## src/rtl/switch_debouncer_if.sv

```systemverilog
// Switch conditioning bundle: raw level in,
// debounced level and event pulses out.
interface switch_debouncer_if;
  logic i_switch;
  logic o_switch;
  logic o_press;
  logic o_release;
  logic o_click;
  logic o_long_press;

  modport master (
    input  i_switch,
    output o_switch,
    output o_press,
    output o_release,
    output o_click,
    output o_long_press
  );

  modport slave (
    output i_switch,
    input  o_switch,
    input  o_press,
    input  o_release,
    input  o_click,
    input  o_long_press
  );
endinterface

```

## src/rtl/switch_debouncer.sv

```systemverilog
// Raw switch -> synchronizer -> stability debouncer
// -> press classifier (press/release/click/long).
module switch_debouncer #(
  parameter int unsigned c_DEBOUNCE_COUNT   = 500000,
  parameter int unsigned c_LONG_PRESS_COUNT = 50000000
) (
  input logic                 i_clk,
  input logic                 i_rst,
  switch_debouncer_if.master  sw
);

  localparam logic [31:0] DB_LAST =
    32'(c_DEBOUNCE_COUNT - 1);
  localparam logic [31:0] LP_LAST =
    32'(c_LONG_PRESS_COUNT - 1);

  typedef enum logic [1:0] {
    IDLE,
    PRESSED,
    LONG
  } state_t;

  logic        r_sync_1;
  logic        r_sync_2;
  logic        r_switch;
  logic [31:0] r_db_cnt;

  state_t      r_state;
  state_t      w_state;
  logic [31:0] r_hold;
  logic [31:0] w_hold;

  logic r_press, w_press;
  logic r_release, w_release;
  logic r_click, w_click;
  logic r_long, w_long;

  logic w_mismatch;
  logic w_accept;
  logic w_rise;
  logic w_fall;

  assign w_mismatch = r_sync_2 != r_switch;
  assign w_accept   = w_mismatch &&
                      (r_db_cnt == DB_LAST);
  assign w_rise     = w_accept && r_sync_2;
  assign w_fall     = w_accept && !r_sync_2;

  always_ff @(posedge i_clk) begin
    if (i_rst) begin
      r_sync_1 <= 1'b0;
      r_sync_2 <= 1'b0;
      r_switch <= 1'b0;
      r_db_cnt <= '0;
    end else begin
      r_sync_1 <= sw.i_switch;
      r_sync_2 <= r_sync_1;
      if (!w_mismatch) begin
        r_db_cnt <= '0;
      end else if (w_accept) begin
        r_switch <= r_sync_2;
        r_db_cnt <= '0;
      end else begin
        r_db_cnt <= r_db_cnt + 32'd1;
      end
    end
  end

  // Edge events are decoded from the debouncer's
  // accept so the pulses land on the o_switch edge.
  always_comb begin
    w_state   = r_state;
    w_hold    = r_hold;
    w_press   = 1'b0;
    w_release = 1'b0;
    w_click   = 1'b0;
    w_long    = 1'b0;
    unique case (r_state)
      IDLE: begin
        if (w_rise) begin
          w_state = PRESSED;
          w_press = 1'b1;
          w_hold  = '0;
        end
      end
      PRESSED: begin
        if (w_fall) begin
          w_state   = IDLE;
          w_release = 1'b1;
          w_click   = 1'b1;
        end else if (r_hold == LP_LAST) begin
          w_state = LONG;
          w_long  = 1'b1;
        end else begin
          w_hold = r_hold + 32'd1;
        end
      end
      LONG: begin
        if (w_fall) begin
          w_state   = IDLE;
          w_release = 1'b1;
        end
      end
      default: begin
        w_state = IDLE;
      end
    endcase
  end

  always_ff @(posedge i_clk) begin
    if (i_rst) begin
      r_state   <= IDLE;
      r_hold    <= '0;
      r_press   <= 1'b0;
      r_release <= 1'b0;
      r_click   <= 1'b0;
      r_long    <= 1'b0;
    end else begin
      r_state   <= w_state;
      r_hold    <= w_hold;
      r_press   <= w_press;
      r_release <= w_release;
      r_click   <= w_click;
      r_long    <= w_long;
    end
  end

  assign sw.o_switch     = r_switch;
  assign sw.o_press      = r_press;
  assign sw.o_release    = r_release;
  assign sw.o_click      = r_click;
  assign sw.o_long_press = r_long;

endmodule

```

## src/flat_wrapper.sv

```systemverilog
// flat-port wrapper written by rule: the top's interface ports become plain ports
module switch_debouncer_flat 
#(
  parameter int unsigned c_DEBOUNCE_COUNT   = 500000,
  parameter int unsigned c_LONG_PRESS_COUNT = 50000000
)
  (i_clk, i_rst, sw_i_switch, sw_o_switch, sw_o_press, sw_o_release, sw_o_click, sw_o_long_press);
  switch_debouncer_if sw_i ();
  input logic i_clk;
  input logic i_rst;
  input wire logic [$bits(sw_i.i_switch)-1:0] sw_i_switch;
  output wire logic [$bits(sw_i.o_switch)-1:0] sw_o_switch;
  output wire logic [$bits(sw_i.o_press)-1:0] sw_o_press;
  output wire logic [$bits(sw_i.o_release)-1:0] sw_o_release;
  output wire logic [$bits(sw_i.o_click)-1:0] sw_o_click;
  output wire logic [$bits(sw_i.o_long_press)-1:0] sw_o_long_press;
  assign sw_i.i_switch = sw_i_switch;
  assign sw_o_switch = sw_i.o_switch;
  assign sw_o_press = sw_i.o_press;
  assign sw_o_release = sw_i.o_release;
  assign sw_o_click = sw_i.o_click;
  assign sw_o_long_press = sw_i.o_long_press;
  switch_debouncer #(.c_DEBOUNCE_COUNT(c_DEBOUNCE_COUNT), .c_LONG_PRESS_COUNT(c_LONG_PRESS_COUNT)) u_core (.i_clk(i_clk), .i_rst(i_rst), .sw(sw_i));
endmodule
```

## config.mk

```make
export PLATFORM = sky130hd
export DESIGN_NAME = switch_debouncer_flat
export DESIGN_NICKNAME = d
export VERILOG_FILES = /design/src/rtl/switch_debouncer_if.sv /design/src/rtl/switch_debouncer.sv /design/src/flat_wrapper.sv
export SDC_FILE = /design/constraint.sdc
export NUM_CORES = 1
export LEC_CHECK = 0
export ABC_CLOCK_PERIOD_IN_PS = 3200
export CAP_MARGIN = 25
export CORE_MARGIN = 4
export CORE_UTILIZATION = 49
export DETAILED_ROUTE_END_ITERATION = 6
export GPL_ROUTABILITY_DRIVEN = 1
export PLACE_DENSITY = 0.65
export SLEW_MARGIN = 5
export SYNTH_ARGS = -nofsm -noshare
export SYNTH_HDL_FRONTEND = slang
export SYNTH_SLANG_ARGS = --single-unit
```

## constraint.sdc

```tcl
create_clock -name i_clk -period 3.2 [get_ports i_clk]
set_input_delay 0.32 -clock i_clk [delete_from_list [all_inputs] [get_ports i_clk]]
set_output_delay 0.32 -clock i_clk [all_outputs]
set_load 0.005 [all_outputs]
```

==> notes.md, run 1 <==
State of the implementation.

- The part of the power in combinational logic is 0.052, for reference.
- Before any placement, the netlist area is recorded as 0.00372 mm².
- STA lists the startpoint of the worst hold path as u_core.r_sync_1$_SDFF_PP0_.
- The most critical setup path has its startpoint at u_core.r_db_cnt[21]$_SDFF_PP0_.
- The final max-slew violation count is 0, for reference.
- The leakage power is 1.28 nW, for reference.
- The flop-to-flop setup slack is 0.51 ns, for reference.
- Setup repair after global routing left no endpoint under its margin.
- The sequential cells in the finished layout cover a total of 0.00146 mm².
- The initial antenna violation count is 0, for reference.
- The maximum VDD drop is 274 µV, for reference.
- The core occupancy in the finished layout is 0.554, for reference.
- The sequential-to-total area share from yosys stat is 0.393, for reference.
- The run finished with clean final reports.
- The maximum clock rate is 371 MHz, for reference.
- The total setup buffers inserted after CTS is 0, for reference.
- The clock slew seen by the registers of the worst setup and hold paths is 0.08 ns, for reference.
- The post-synthesis cell count is 454, for reference.
- The number of design-rule violations left by the first detailed-router iteration is 250, for reference.
- The weighted congestion at the end of routability-driven global placement is 0.830, for reference.
- The internal power is 1.32 mW, for reference.
- Per the Yosys statistics, synthesis produced 454 cells.
- The final layout net count is 465, for reference.
-- run 1: power groups by stage --
stage                     Sequential [mW]  Clock (mW)  Combinational (mW)
after CTS                           0.913       0.768              0.0908
after floorplan                     0.933           0              0.0672
after detailed placement            0.934           0              0.0904
final                               0.913       0.746              0.0908
after global routing                0.913       0.814               0.102
after global placement              0.934           0              0.0890
-- run 1: cell usage after synthesis, drive strengths merged, types with 3 or more instances --
cell type / n
nand4: 17
a31oi: 5
nor4b: 5
xnor2: 13
nand2: 55
a21o: 6
and4: 6
a32o: 16
nor2b: 3
dfxtp: 73
or3: 3
nor3: 23
nor4: 18
xor2: 18
o21ai: 15
and3: 11
or2: 3
nor2: 54
ha: 5
inv: 15
a21oi: 13
buf: 5
nand3: 30
clkbuf: 18
o31ai: 3
-- run 1: sequential cells by signal, summed over array words and instances, names as in the netlist --
signal,flops
u_core.r_db_cnt,32
u_core.r_hold,32
u_core.r_state,2
u_core.r_sync_1,1
u_core.r_sync_2,1
u_core.sw.o_click,1
u_core.sw.o_long_press,1
u_core.sw.o_press,1
u_core.sw.o_release,1
u_core.sw.o_switch,1
-- run 1: final cells by class --
class                           count  share of cell area
Clock buffer                       11              0.0348
Timing Repair Buffer               15              0.0320
Tap cell                           99              0.0305
Clock inverter                      5              0.0154
Inverter                           15              0.0139
Sequential cell                    73               0.360
Multi-Input combinational cell    343               0.513
-- run 1: metrics by stage --
stage | instance area, µm² | hold WS (ns) | cells
2_1_floorplan | 3720 | 0.414 | 454
3_3_place_gp | 3860 | 0.432 | 545
3_5_place_dp | 3860 | 0.438 | 545
4_1_cts | 4060 | 0.457 | 561
5_1_grt | 4060 | 0.465 | 561
6_report | 4060 | 0.454 | 561
-- run 1: worst max path at each step --
stage,end
5_1_grt,u_core.r_hold[18]$_SDFFE_PP0P_
3_5_place_dp,u_core.r_hold[12]$_SDFFE_PP0P_
4_1_cts,u_core.r_hold[12]$_SDFFE_PP0P_
3_3_place_gp,u_core.r_hold[18]$_SDFFE_PP0P_
6_report,u_core.r_hold[12]$_SDFFE_PP0P_
2_1_floorplan,u_core.r_hold[8]$_SDFFE_PP0P_
-- run 1: logic make-up after synthesis --
logic type | after synthesis | share of synthesized area
AOI/OAI and AO/OA | 70 | 0.142
xor gates and xnor gates | 31 | 0.0731
adders and majority gates | 5 | 0.0168
buffers and inverters | 38 | 0.0458
DFF | 73 | 0.393
and+or+nand+nor | 237 | 0.329
-- run 1: per-layer routing --
metal  vias to the layer above  global-route usage  part of all wire
met2                        82               0.293              0.43
met1                      1546               0.292              0.51
met5                         -                   0                 0
met4                         0              0.0649             0.012
met3                        10              0.0442             0.046
li1                       1653                   -                 -
-- run 1: worst max-delay path, stage by stage (launching register included) --
cell     delay, ns
dfxtp_1       0.36
nor4_1        0.41
nand4_2       0.28
or4_4         0.65
a21oi_4       0.58
a21oi_1       0.15
nor3_1        0.18
==> run_1/logic_types.png <==
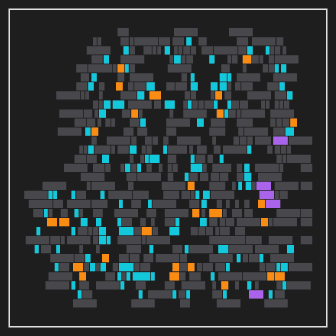
fa/ha/maj cells -> purple  # cells 5, most used ha_1
and/or cells -> orange  # cells 26, most used and3_1
nor cells -> cyan  # cells 106, most used nor2_1
multi-input gate share of total cell area: 0.513
most common logic cell in the routed design: dfxtp_1
number of standard cells in the layout, taps in and fillers out: 561

==> run_1/detail.png <==
Scale bar: 10 µm. Region (11, 11) to (36, 36) µm. Cells in grey, sequential cells in the stronger grey; small squares are vias.
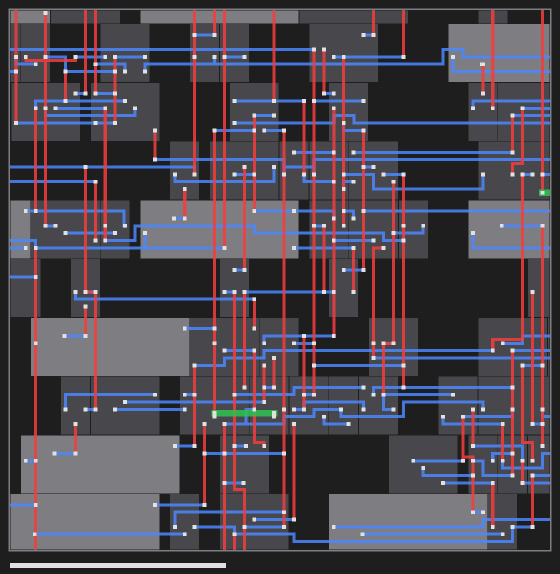
metal 2 -> red
metal 1 -> blue
metal 3 -> green
sequential cells in the window = 7
cells with their middle in the window = 53
netlist names of flops here include = `u_core.r_db_cnt` (7)
most frequent = nor2_1 (10), dfxtp_1 (7)

==> run_1/congestion.png <==
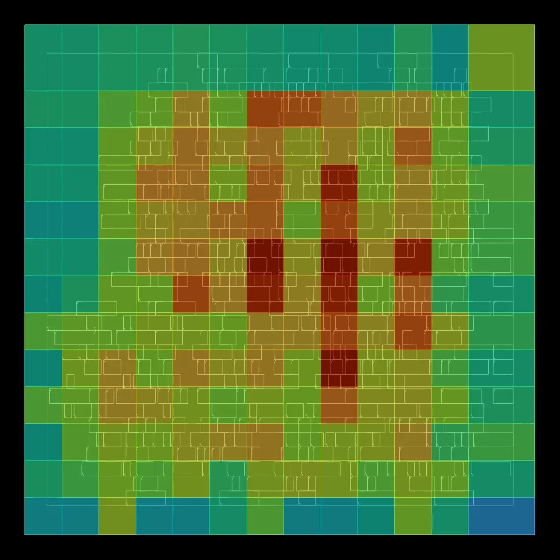
met1 demand-to-capacity share in global routing: 0.292
met3 usage: 0.0442
combined global-route utilization of all metal layers: 0.201
wire length per cell after detailed routing: 15.0 µm

==> run_1/flops_by_reg.png <==
Scale bar: 20 µm. Other sequential cells in the stronger grey, the rest of the logic in the fainter grey.
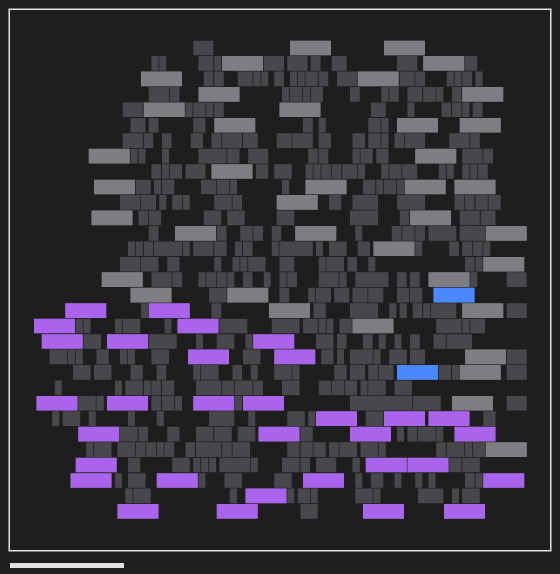

==> run 2, diff against run 1 <==
Settings changed: ABC_CLOCK_PERIOD_IN_PS 3200 to 2700.
Clock period 3.2 ns to 2.7 ns, I/O delays scaled along.
==> run_2/flops_by_reg.png <==
Scale bar: 20 µm. Other sequential cells in the stronger grey, the rest of the logic in the fainter grey.
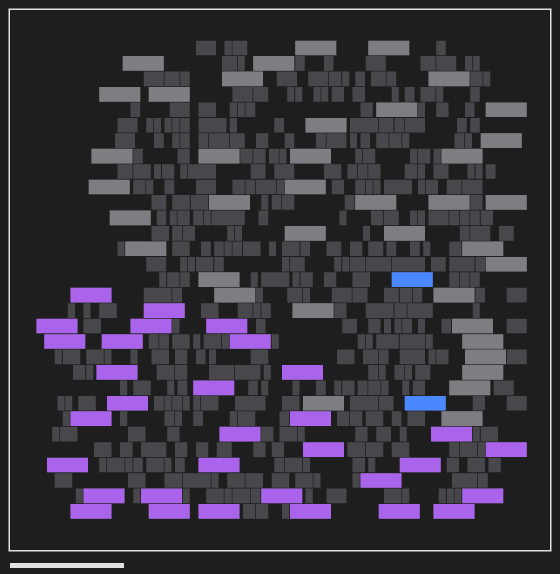
`u_core.r_db_cnt` -> purple  # placed flops 32
`u_core.r_state` -> blue  # placed flops 2
sequential-cell power consumption: 1.08 mW
sequential cell area share: 0.358
utilization of the core after routing: 0.557
area used by sequential logic in the layout: 0.00146 mm²

==> run_2/logic_types.png <==
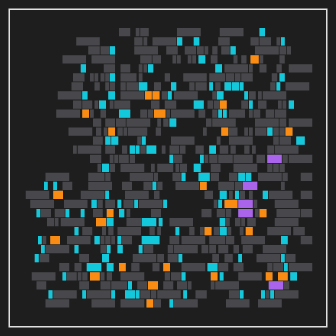
fa/ha/maj cells -> purple  # cells 5, most used ha_1
nor cells -> cyan  # cells 106, most used nor2_1
and/or cells -> orange  # cells 26, most used and3_1
number of standard cells in the layout, taps in and fillers out: 568
multi-input gate share of total cell area: 0.511

==> notes.md, run 2 <==
State of the implementation.

- The weighted congestion at the end of routability-driven global placement is 0.857 (was 0.830), for reference.
- The global-route wire length before repair came to 15.1 mm (was 14.3 mm).
- Registers with the highest flip-flop counts: u_core.r_db_cnt: 32 flops, u_core.r_hold: 32 flops, u_core.r_state: 2 flops (unchanged).
- The highest routed metal layer is met4 (unchanged), for reference.
- The cell area reported after detailed placement is 0.00391 mm² (was 0.00386 mm²).
- The total standard cell area after synthesis is 0.00372 mm² (unchanged), for reference.
- The maximum VDD drop is 290 µV (was 274 µV), for reference.
- The sequential-to-total area share from yosys stat is 0.393 (unchanged), for reference.
- The leakage power was 1.31 nW (was 1.28 nW).
- The final tally of setup violations came to 0 (unchanged).
- The element type at the critical path start was a flip-flop (unchanged).
- Ranking of synthesized cells by instance count: 73 x dfxtp_1, 55 x nand2_1, 54 x nor2_1 (unchanged).
- The detailed-routing wirelength on met1 is 4.21 mm (was 4.30 mm).
- The flop-to-flop setup slack is 0.19 ns (was 0.51 ns).
- The clock slew seen by the registers of the worst setup and hold paths is 0.09 ns (was 0.08 ns).
- The floorplan-stage core utilization is 0.507 (unchanged), for reference.
- The final max-slew violation count is 0 (unchanged), for reference.
- Unrepaired setup endpoints after global routing: no (unchanged).
- Result of the run: completed (unchanged).
- The count of warning messages emitted by the tools came to 28 (unchanged).
- The met3 layer wire length in the routed design is 582 µm (was 391 µm).
- The initial antenna violation count is 0 (unchanged).
- The cell count after placement is 552 (was 545), for reference.
- The maximum clock rate was 398 MHz (was 371 MHz).
- The final layout net count came to 472 (was 465).
- The synthesized chip area reported by yosys is 0.00372 mm² (unchanged), for reference.
- The number of synthesis warnings is 0 (unchanged), for reference.
- The number of design-rule violations left by the first detailed-router iteration is 186 (was 250).
- The area growth from synthesis to final layout is 9.80% (was 9.26%), for reference.
- The routed length on met2 is 3.79 mm (was 3.64 mm), for reference.
- The critical path endpoint category was a flip-flop (unchanged).
- The minimum clock period was 2.51 ns (was 2.69 ns).
- The combined global-route utilization of all metal layers came to 0.210 (was 0.201).
- The post-layout instance area came to 0.00408 mm² (was 0.00406 mm²).
- The dominant cell by count in the synthesized netlist is dfxtp_1 (unchanged).
- The dominant logic cell type in the layout is dfxtp_1 (unchanged).
- The total setup buffers inserted after CTS came to 0 (unchanged).
- The clock tree from TritonCTS was done (unchanged).
- The category of the most critical setup path is reg2reg (unchanged), for reference.
- The horizontal die size came to 95.1 µm (unchanged).
- The number of clock sinks seen by CTS is 73 (unchanged), for reference.
- The clock root buffer was clkbuf_8 (unchanged).
- The post-synthesis cell count was 454 (unchanged).
- The yosys cell count came to 454 (unchanged).
==> run_2/congestion.png <==
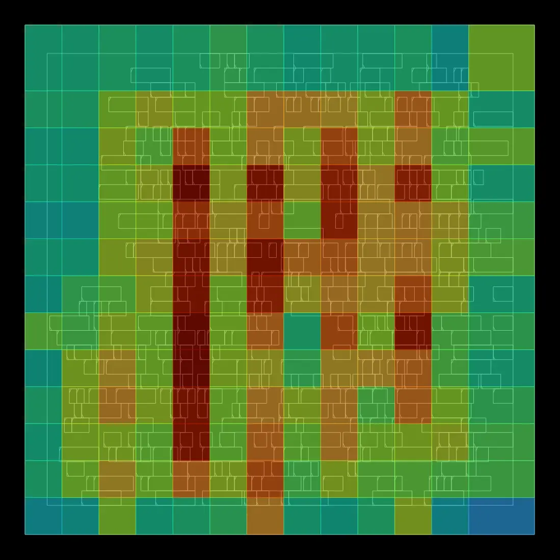
wire length per cell after detailed routing: 15.3 µm
routing layer with the top usage in global route: met2

[run 2: cell counts after synthesis]
No cell type changed its count.
[run 2: critical path: stages, from the launching register on]
cell and delay (ns):
dfxtp_1 0.35, nor4_1 0.38, nand4_2 0.27, or4_4 0.67
a21oi_4 0.40, buf_4 0.22, nand3_1 0.08, o21ai_1 0.08
[run 2: metrics by stage]
step,hold slack (ns),utilization
finish,0.466,0.557
global route,0.481,0.557
CTS,0.467,0.556
detailed placement,0.446,0.533
global placement,0.427,0.533
floorplan,0.398,-
[run 2: per-layer routing]
layer	vias to the layer above	global-route usage
li1	1672	-
met5	-	0
met1	1568	0.285
met3	12	0.0339
met4	0	0.0901
met2	100	0.328
[run 2: where the power goes]
part	internal, mW	switching (mW)	total, mW	leakage, nW
clock	0.331	0.436	0.767	0.0891
combinational	0.0358	0.0767	0.112	0.635
sequential	1.08	0.00255	1.08	0.588
[run 2: layout make-up]
class	count	area [µm²]	share of cell area
multi-input combinational	343	2090	0.511
sequential	73	1460	0.358
timing repair buffer	22	183	0.0448
clock buffer	9	124	0.0304
tap	99	124	0.0304
inverter	15	56.3	0.0138
clock inverter	7	45.0	0.0110
[run 2: timing repair]
action / in CTS / in global routing
hold buffers: 0 / 0
resized: 0 / 1
setup endpoints to repair: 0 / 9
[run 2: kinds of logic (layout without fill, tap and decap cells)]
group,Yosys count,in the layout,synth area share
xor+xnor,31,31,0.0731
compound gates,70,70,0.142
flops,73,73,0.393
buf+inv,38,53,0.0458
simple gates,237,237,0.329
fa+ha+maj,5,5,0.0168
[run 2: path summary, 6_finish.rpt]
path | from | endpoint | depth (start not counted)
min reg2reg | u_core.r_db_cnt[0]$_SDFF_PP0_ | u_core.r_db_cnt[0]$_SDFF_PP0_ | 1
max | u_core.r_db_cnt[24]$_SDFF_PP0_ | u_core.r_hold[0]$_SDFFE_PP0P_ | 7
min | u_core.r_db_cnt[0]$_SDFF_PP0_ | u_core.r_db_cnt[0]$_SDFF_PP0_ | 1
max reg2reg | u_core.r_db_cnt[24]$_SDFF_PP0_ | u_core.r_hold[0]$_SDFFE_PP0P_ | 7
Power and IR drop assume default switching activity.
